layer_met3.png
Drawn at 8 px/um. Cells faint in the background.
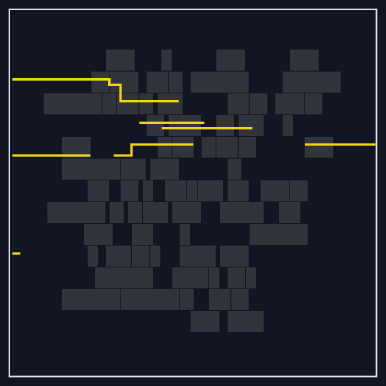
placement_by_type.png
Drawn at 10 px/um.
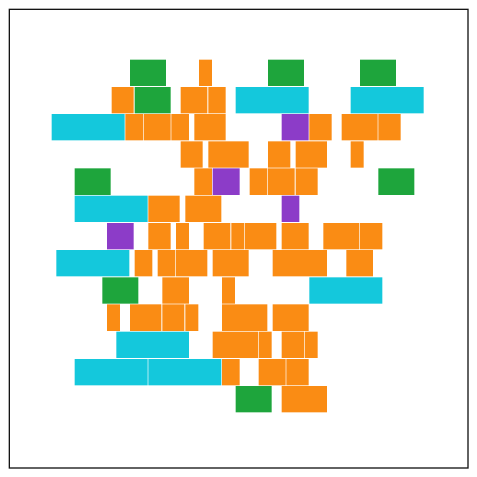
==> src/rtl/pulse_stretcher_if.sv <==
// rtl/pulse_stretcher_if.sv - event strobe in, stretched level and queue status out
interface pulse_stretcher_if #(
  parameter int PW = 2
);
  logic          pulse_in;
  logic          clr_ovf;
  logic          level_out;
  logic          busy;
  logic [PW-1:0] pending;
  logic          overflow;

  modport master (
    output pulse_in,
    output clr_ovf,
    input  level_out,
    input  busy,
    input  pending,
    input  overflow
  );

  modport slave (
    input  pulse_in,
    input  clr_ovf,
    output level_out,
    output busy,
    output pending,
    output overflow
  );
endinterface

==> src/rtl/pulse_stretcher.sv <==
// rtl/pulse_stretcher.sv - stretches 1-cycle events into HIGH windows separated by LOW gaps
module pulse_stretcher #(
  parameter int HOLD_CYCLES = 4,
  parameter int GAP_CYCLES  = 2,
  parameter int MAX_PEND    = 3
) (
  input  logic              clk,
  input  logic              rst,
  pulse_stretcher_if.slave  bus
);

  localparam int PW   = $clog2(MAX_PEND + 1);
  localparam int CMAX = (HOLD_CYCLES > GAP_CYCLES) ? HOLD_CYCLES : GAP_CYCLES;
  localparam int CW   = (CMAX > 1) ? $clog2(CMAX) : 1;

  localparam logic [CW-1:0] HOLD_RELOAD = CW'(HOLD_CYCLES - 1);
  localparam logic [CW-1:0] GAP_RELOAD  = CW'(GAP_CYCLES - 1);
  localparam logic [PW-1:0] PEND_MAX    = PW'(MAX_PEND);

  typedef enum logic [1:0] {
    S_IDLE = 2'd0,
    S_HIGH = 2'd1,
    S_GAP  = 2'd2
  } state_t;

  state_t        state_q, state_nxt;
  logic [CW-1:0] cnt_q, cnt_nxt;
  logic [PW-1:0] pend_q, pend_nxt;
  logic          ovf_q, ovf_nxt;
  logic          level_q, level_nxt;
  logic          busy_q, busy_nxt;

  logic          gap_final;
  logic          ovf_set;

  always_ff @(posedge clk) begin
    if (rst) begin
      state_q <= S_IDLE;
      cnt_q   <= '0;
      pend_q  <= '0;
      ovf_q   <= 1'b0;
      level_q <= 1'b0;
      busy_q  <= 1'b0;
    end else begin
      state_q <= state_nxt;
      cnt_q   <= cnt_nxt;
      pend_q  <= pend_nxt;
      ovf_q   <= ovf_nxt;
      level_q <= level_nxt;
      busy_q  <= busy_nxt;
    end
  end

  // Last gap cycle hands straight over to the next window when work is waiting.
  always_comb begin
    state_nxt = state_q;
    cnt_nxt   = cnt_q;
    pend_nxt  = pend_q;
    ovf_set   = 1'b0;
    gap_final = (state_q == S_GAP) && (cnt_q == '0);

    case (state_q)
      S_IDLE: begin
        if (bus.pulse_in) begin
          state_nxt = S_HIGH;
          cnt_nxt   = HOLD_RELOAD;
        end
      end
      S_HIGH: begin
        if (cnt_q != '0) begin
          cnt_nxt = cnt_q - CW'(1);
        end else begin
          state_nxt = S_GAP;
          cnt_nxt   = GAP_RELOAD;
        end
      end
      S_GAP: begin
        if (cnt_q != '0) begin
          cnt_nxt = cnt_q - CW'(1);
        end else if ((pend_q != '0) || bus.pulse_in) begin
          state_nxt = S_HIGH;
          cnt_nxt   = HOLD_RELOAD;
        end else begin
          state_nxt = S_IDLE;
        end
      end
      default: begin
        state_nxt = S_IDLE;
        cnt_nxt   = '0;
      end
    endcase

    if ((state_q != S_IDLE) && !gap_final && bus.pulse_in) begin
      if (pend_q < PEND_MAX) begin
        pend_nxt = pend_q + PW'(1);
      end else begin
        ovf_set = 1'b1;
      end
    end

    // A pulse landing on the handover cycle replaces the queued event being consumed.
    if (gap_final && (pend_q != '0) && !bus.pulse_in) begin
      pend_nxt = pend_q - PW'(1);
    end

    if (ovf_set) begin
      ovf_nxt = 1'b1;
    end else if (bus.clr_ovf) begin
      ovf_nxt = 1'b0;
    end else begin
      ovf_nxt = ovf_q;
    end
  end

  always_comb begin
    level_nxt = (state_nxt == S_HIGH);
    busy_nxt  = (state_nxt != S_IDLE);
  end

  assign bus.level_out = level_q;
  assign bus.busy      = busy_q;
  assign bus.pending   = pend_q;
  assign bus.overflow  = ovf_q;

endmodule

==> src/flat_wrapper.sv <==
// flat-port wrapper written by rule: the top's interface ports become plain ports
module pulse_stretcher_flat 
#(
  parameter int HOLD_CYCLES = 4,
  parameter int GAP_CYCLES  = 2,
  parameter int MAX_PEND    = 3
)
  (clk, rst, bus_pulse_in, bus_clr_ovf, bus_level_out, bus_busy, bus_pending, bus_overflow);
  pulse_stretcher_if #(.PW(($clog2((3) + 1)))) bus_i ();
  input  logic clk;
  input  logic rst;
  input wire logic [$bits(bus_i.pulse_in)-1:0] bus_pulse_in;
  input wire logic [$bits(bus_i.clr_ovf)-1:0] bus_clr_ovf;
  output wire logic [$bits(bus_i.level_out)-1:0] bus_level_out;
  output wire logic [$bits(bus_i.busy)-1:0] bus_busy;
  output wire logic [$bits(bus_i.pending)-1:0] bus_pending;
  output wire logic [$bits(bus_i.overflow)-1:0] bus_overflow;
  assign bus_i.pulse_in = bus_pulse_in;
  assign bus_i.clr_ovf = bus_clr_ovf;
  assign bus_level_out = bus_i.level_out;
  assign bus_busy = bus_i.busy;
  assign bus_pending = bus_i.pending;
  assign bus_overflow = bus_i.overflow;
  pulse_stretcher #(.HOLD_CYCLES(HOLD_CYCLES), .GAP_CYCLES(GAP_CYCLES), .MAX_PEND(MAX_PEND)) u_core (.clk(clk), .rst(rst), .bus(bus_i));
endmodule
==> config.mk <==
export PLATFORM = sky130hd
export DESIGN_NAME = pulse_stretcher_flat
export DESIGN_NICKNAME = d
export VERILOG_FILES = /design/src/rtl/pulse_stretcher_if.sv /design/src/rtl/pulse_stretcher.sv /design/src/flat_wrapper.sv
export SDC_FILE = /design/constraint.sdc
export NUM_CORES = 1
export LEC_CHECK = 0
export CELL_PAD_IN_SITES_DETAIL_PLACEMENT = 0
export CELL_PAD_IN_SITES_GLOBAL_PLACEMENT = 1
export CORE_MARGIN = 4
export CORE_UTILIZATION = 40
export CTS_CLUSTER_DIAMETER = 50
export DETAILED_ROUTE_END_ITERATION = 6
export PLACE_DENSITY = 0.84
export SYNTH_ARGS = -nofsm -noshare
export SYNTH_HDL_FRONTEND = slang
export SYNTH_SLANG_ARGS = --single-unit
==> constraint.sdc <==
create_clock -name clk -period 4 [get_ports clk]
set_input_delay 1 -clock clk [delete_from_list [all_inputs] [get_ports clk]]
set_output_delay 1 -clock clk [all_outputs]
set_load 0.05 [all_outputs]
==> tab_implementation.tex <==
% Yosys + OpenROAD metrics
\begin{tabular}{lr}
\hline
Metric & Value \\
\hline
\multicolumn{2}{l}{\textbf{Cells and area}} \\
\quad Comb. cell area & 350 um2 \\
\quad Mi-comb count & 47 \\
\quad Logic share of the area & 51.9\% \\
\quad Net count of the finished layout & 81 \\
\quad Fraction of final layout cells with drive strength greater than 1 & 6.85\% \\
\quad Area grow syn2layout & 18.7\% \\
\quad Clock-cell share of area & 4.07\% \\
\quad Count of non-CTS buffers in the layout & 8 \\
\quad Sequential cell area share & 26.7\% \\
\quad Top library cells by usage in the layout, fill and taps aside & dfxtp\_1, clkdlybuf4s50\_1, nand2b\_1, inv\_1, a21oi\_1 \\
\quad Area-dominant cell class after layout & multi-input combinational cells \\
\quad Non-clock inverter count in the final layout & 5 \\
\quad Fill cell instance count of the final layout & 129 \\
\multicolumn{2}{l}{\textbf{Global route}} \\
\quad Number of global-route vias before repair & 430 \\
\quad Maximum number of pins on one net before global-route repair & 16 \\
\quad First-pass GRT wire length & 1.99 mm \\
\quad Number of antenna violations at the first check in global routing & 0 \\
\quad GRT Overall Usage & 13.3\% \\
\quad Overall overflow remaining after global route & 0 \\
\multicolumn{2}{l}{\textbf{Timing}} \\
\quad Final hold violation count & 0 \\
\quad Tmin final & 2.62 ns \\
\quad Unrepaired setup endpoints after global routing & no \\
\quad Number of max-slew violations in the final report & 0 \\
\quad Sum of negative setup slack & 0 ns \\
\quad Worst clock skew on the final layout & 0.00243 ns \\
\quad Remaining max-slew budget at the tightest pin & 66.5\% \\
\quad Final setup violating endpoints & 0 \\
\quad Fmax & 382 MHz \\
\multicolumn{2}{l}{\textbf{Setup path}} \\
\quad Biggest fanout along the worst timing path & 10 \\
\quad Origin of the critical flop-to-flop path & u\_core.cnt\_q[0]\$\_SDFFE\_PP0P\_ \\
\quad Register-to-register setup slack & 2.26 ns \\
\quad Kind of cell adding the most delay to the critical path & buffers and inverters \\
\quad Number of cell instances on the worst register-to-register path & 5 \\
\quad Launching element type of the critical path & flip-flop \\
\quad Worst-path cell chain & clkdlybuf4s50\_1 \\
\quad Highest-delay cell along the critical path & clkdlybuf4s50\_1 \\
\quad Type of the worst setup path & flip-flop to output pin \\
\quad Max incr delay on CP & 0.87 ns \\
\quad Arrival time worst endpoint & 1.62 ns \\
\quad Endpoint of the most critical register-to-register path & u\_core.cnt\_q[0]\$\_SDFFE\_PP0P\_ \\
\quad Worst setup EP type & output pin \\
\multicolumn{2}{l}{\textbf{Detailed routing}} \\
\quad Number of optimization iterations in the first detailed-route pass & 4 \\
\quad Average vias per placed instance & 5.55 \\
\quad Drt wl/cell & 13.0 um \\
\quad DRC violation count after routing & 0 \\
\quad Number of routed nets with antenna violations & 0 \\
\quad Initial detailed-routing violation count & 9 \\
\multicolumn{2}{l}{\textbf{Synth}} \\
\quad Sequential-to-total area share from yosys stat & 31.6\% \\
\quad Yosys stat cell total & 66 \\
\quad Post-synthesis chip area from yosys & 569 um2 \\
\quad Main flop type & dfxtp\_1 \\
\quad Synthesized netlist net count & 73 \\
\quad Ys flops & 9 \\
\quad Post-Syn Area per Cell & 8.63 um2 \\
\quad Share of async-settable or async-resettable flops after synthesis & 0\% \\
\quad Number of enable-type register cells in the synthesized netlist & 0 \\
\quad Cell type contributing the most total cell area after synthesis & dfxtp\_1 \\
\quad Area of the mapped netlist & 569 um2 \\
\multicolumn{2}{l}{\textbf{Hold path}} \\
\quad Hold path cells & 2 \\
\multicolumn{2}{l}{\textbf{Floorplanning}} \\
\quad Placeable core region & 1320 um2 \\
\quad Number of placed I/O pins & 9 \\
\quad Die ar. & 2090 um2 \\
\quad Share of the core filled by cells before placement & 43.2\% \\
\multicolumn{2}{l}{\textbf{Clock tree}} \\
\quad Post-cts hold-fix buffer tally & 0 \\
\quad Clk sinks & 9 \\
\quad Htree depth & 1 \\
\quad Clock tree from TritonCTS & yes \\
\quad Root buffer cell & clkbuf\_4 \\
\multicolumn{2}{l}{\textbf{Power}} \\
\quad Worst IR Drop VDD & 0.196 mV \\
\quad Flop pwr share & 40.7\% \\
\quad Pwr top & registers \\
\quad Relative contribution of combinational cells to total power & 36.0\% \\
\quad Clock power share & 23.4\% \\
\quad Power attributed to combinational cells & 0.108 mW \\
\quad Net Sw Power & 0.113 mW \\
\quad Cell internal pwr & 0.187 mW \\
\multicolumn{2}{l}{\textbf{Run}} \\
\quad Max\_cap viols & 0 \\
\multicolumn{2}{l}{\textbf{Run status}} \\
\quad Run status & finished, final reports clean \\
\multicolumn{2}{l}{\textbf{Place}} \\
\quad Weighted congestion reported at the end of routability-driven placement & 0.737 \\
\quad Total of buffers placed on input and output ports & 8 \\
\quad Detailed-placement wirelength estimate & 788 um \\
\hline
\end{tabular}
About layer_met3.png:
share of all routed wire = 6.3%
wire length on this layer = 71.7 um
vias after detailed routing: 488
global-route met3 utilization: 7.51%
overall routed net length: 1.14 mm

About placement_by_type.png:
sequential cells -> cyan  # cells 9, share of their area 27%
clock drivers and dummy loads -> purple  # cells 4, share of their area 4.2%
combinational and other logic -> orange  # cells 52, share of their area 56%
remaining buffers and delay cells -> green  # cells 8, share of their area 12%

[per-layer routing]
metal,global-route usage (%),wire length (um),up-vias
met3,7.51,71,0
met1,18.7,631,225
met4,3.41,0,0
met5,0,0,-
li1,-,-,253
met2,17.3,440,10
[cell families after synthesis]
family	count (synthesis)	share of synthesized area, %
compound gates	24	32.1
fa+ha+maj	3	6.59
buf+inv	10	6.81
flops	9	31.6
mux	2	3.52
simple gates	18	19.3
[synth_stat cells, types with 2 or more instances]
master	count
dfxtp_1	9
nand2b_1	6
inv_1	5
a21oi_1	4
clkbuf_1	4
ha_1	3
nor2_1	3
nor2b_1	3
mux2i_1	2
o21a_1	2
o21ai_1	2
[through the flow]
stage          std cells  setup slack (ns)  power, mW  util, %  hold slack [ns]
6_report              88              1.38      0.300     51.3            0.470
3_5_place_dp          84              1.57      0.231     49.2            0.467
5_1_grt               88              1.30      0.325     51.3            0.523
4_1_cts               88              1.37      0.304     51.3            0.476
3_3_place_gp          84              1.61      0.232     49.2            0.460
2_1_floorplan         66              2.09      0.205        -            0.468
[worst max path at each step]
stage                                                  start                            to  slack [ns]  cells past startpoint
final                     u_core.bus.pending[0]$_SDFFE_PP0P_                bus_pending[0]        1.38                      1
after CTS                 u_core.bus.pending[0]$_SDFFE_PP0P_                bus_pending[0]        1.37                      1
after global routing      u_core.bus.pending[0]$_SDFFE_PP0P_                bus_pending[0]        1.30                      1
after global placement                          bus_pulse_in  u_core.cnt_q[0]$_SDFFE_PP0P_        1.61                      4
after detailed placement                        bus_pulse_in  u_core.cnt_q[0]$_SDFFE_PP0P_        1.57                      4
after floorplan                                 bus_pulse_in  u_core.cnt_q[0]$_SDFFE_PP0P_        2.09                      4
[tightest hold or removal path, cell delays in order, from the launching register on]
cell      delay [ns]
dfxtp_1         0.31
nand2b_1        0.06
a21oi_1         0.05
No activity file was given, so power comes from the tool's default toggle rates.
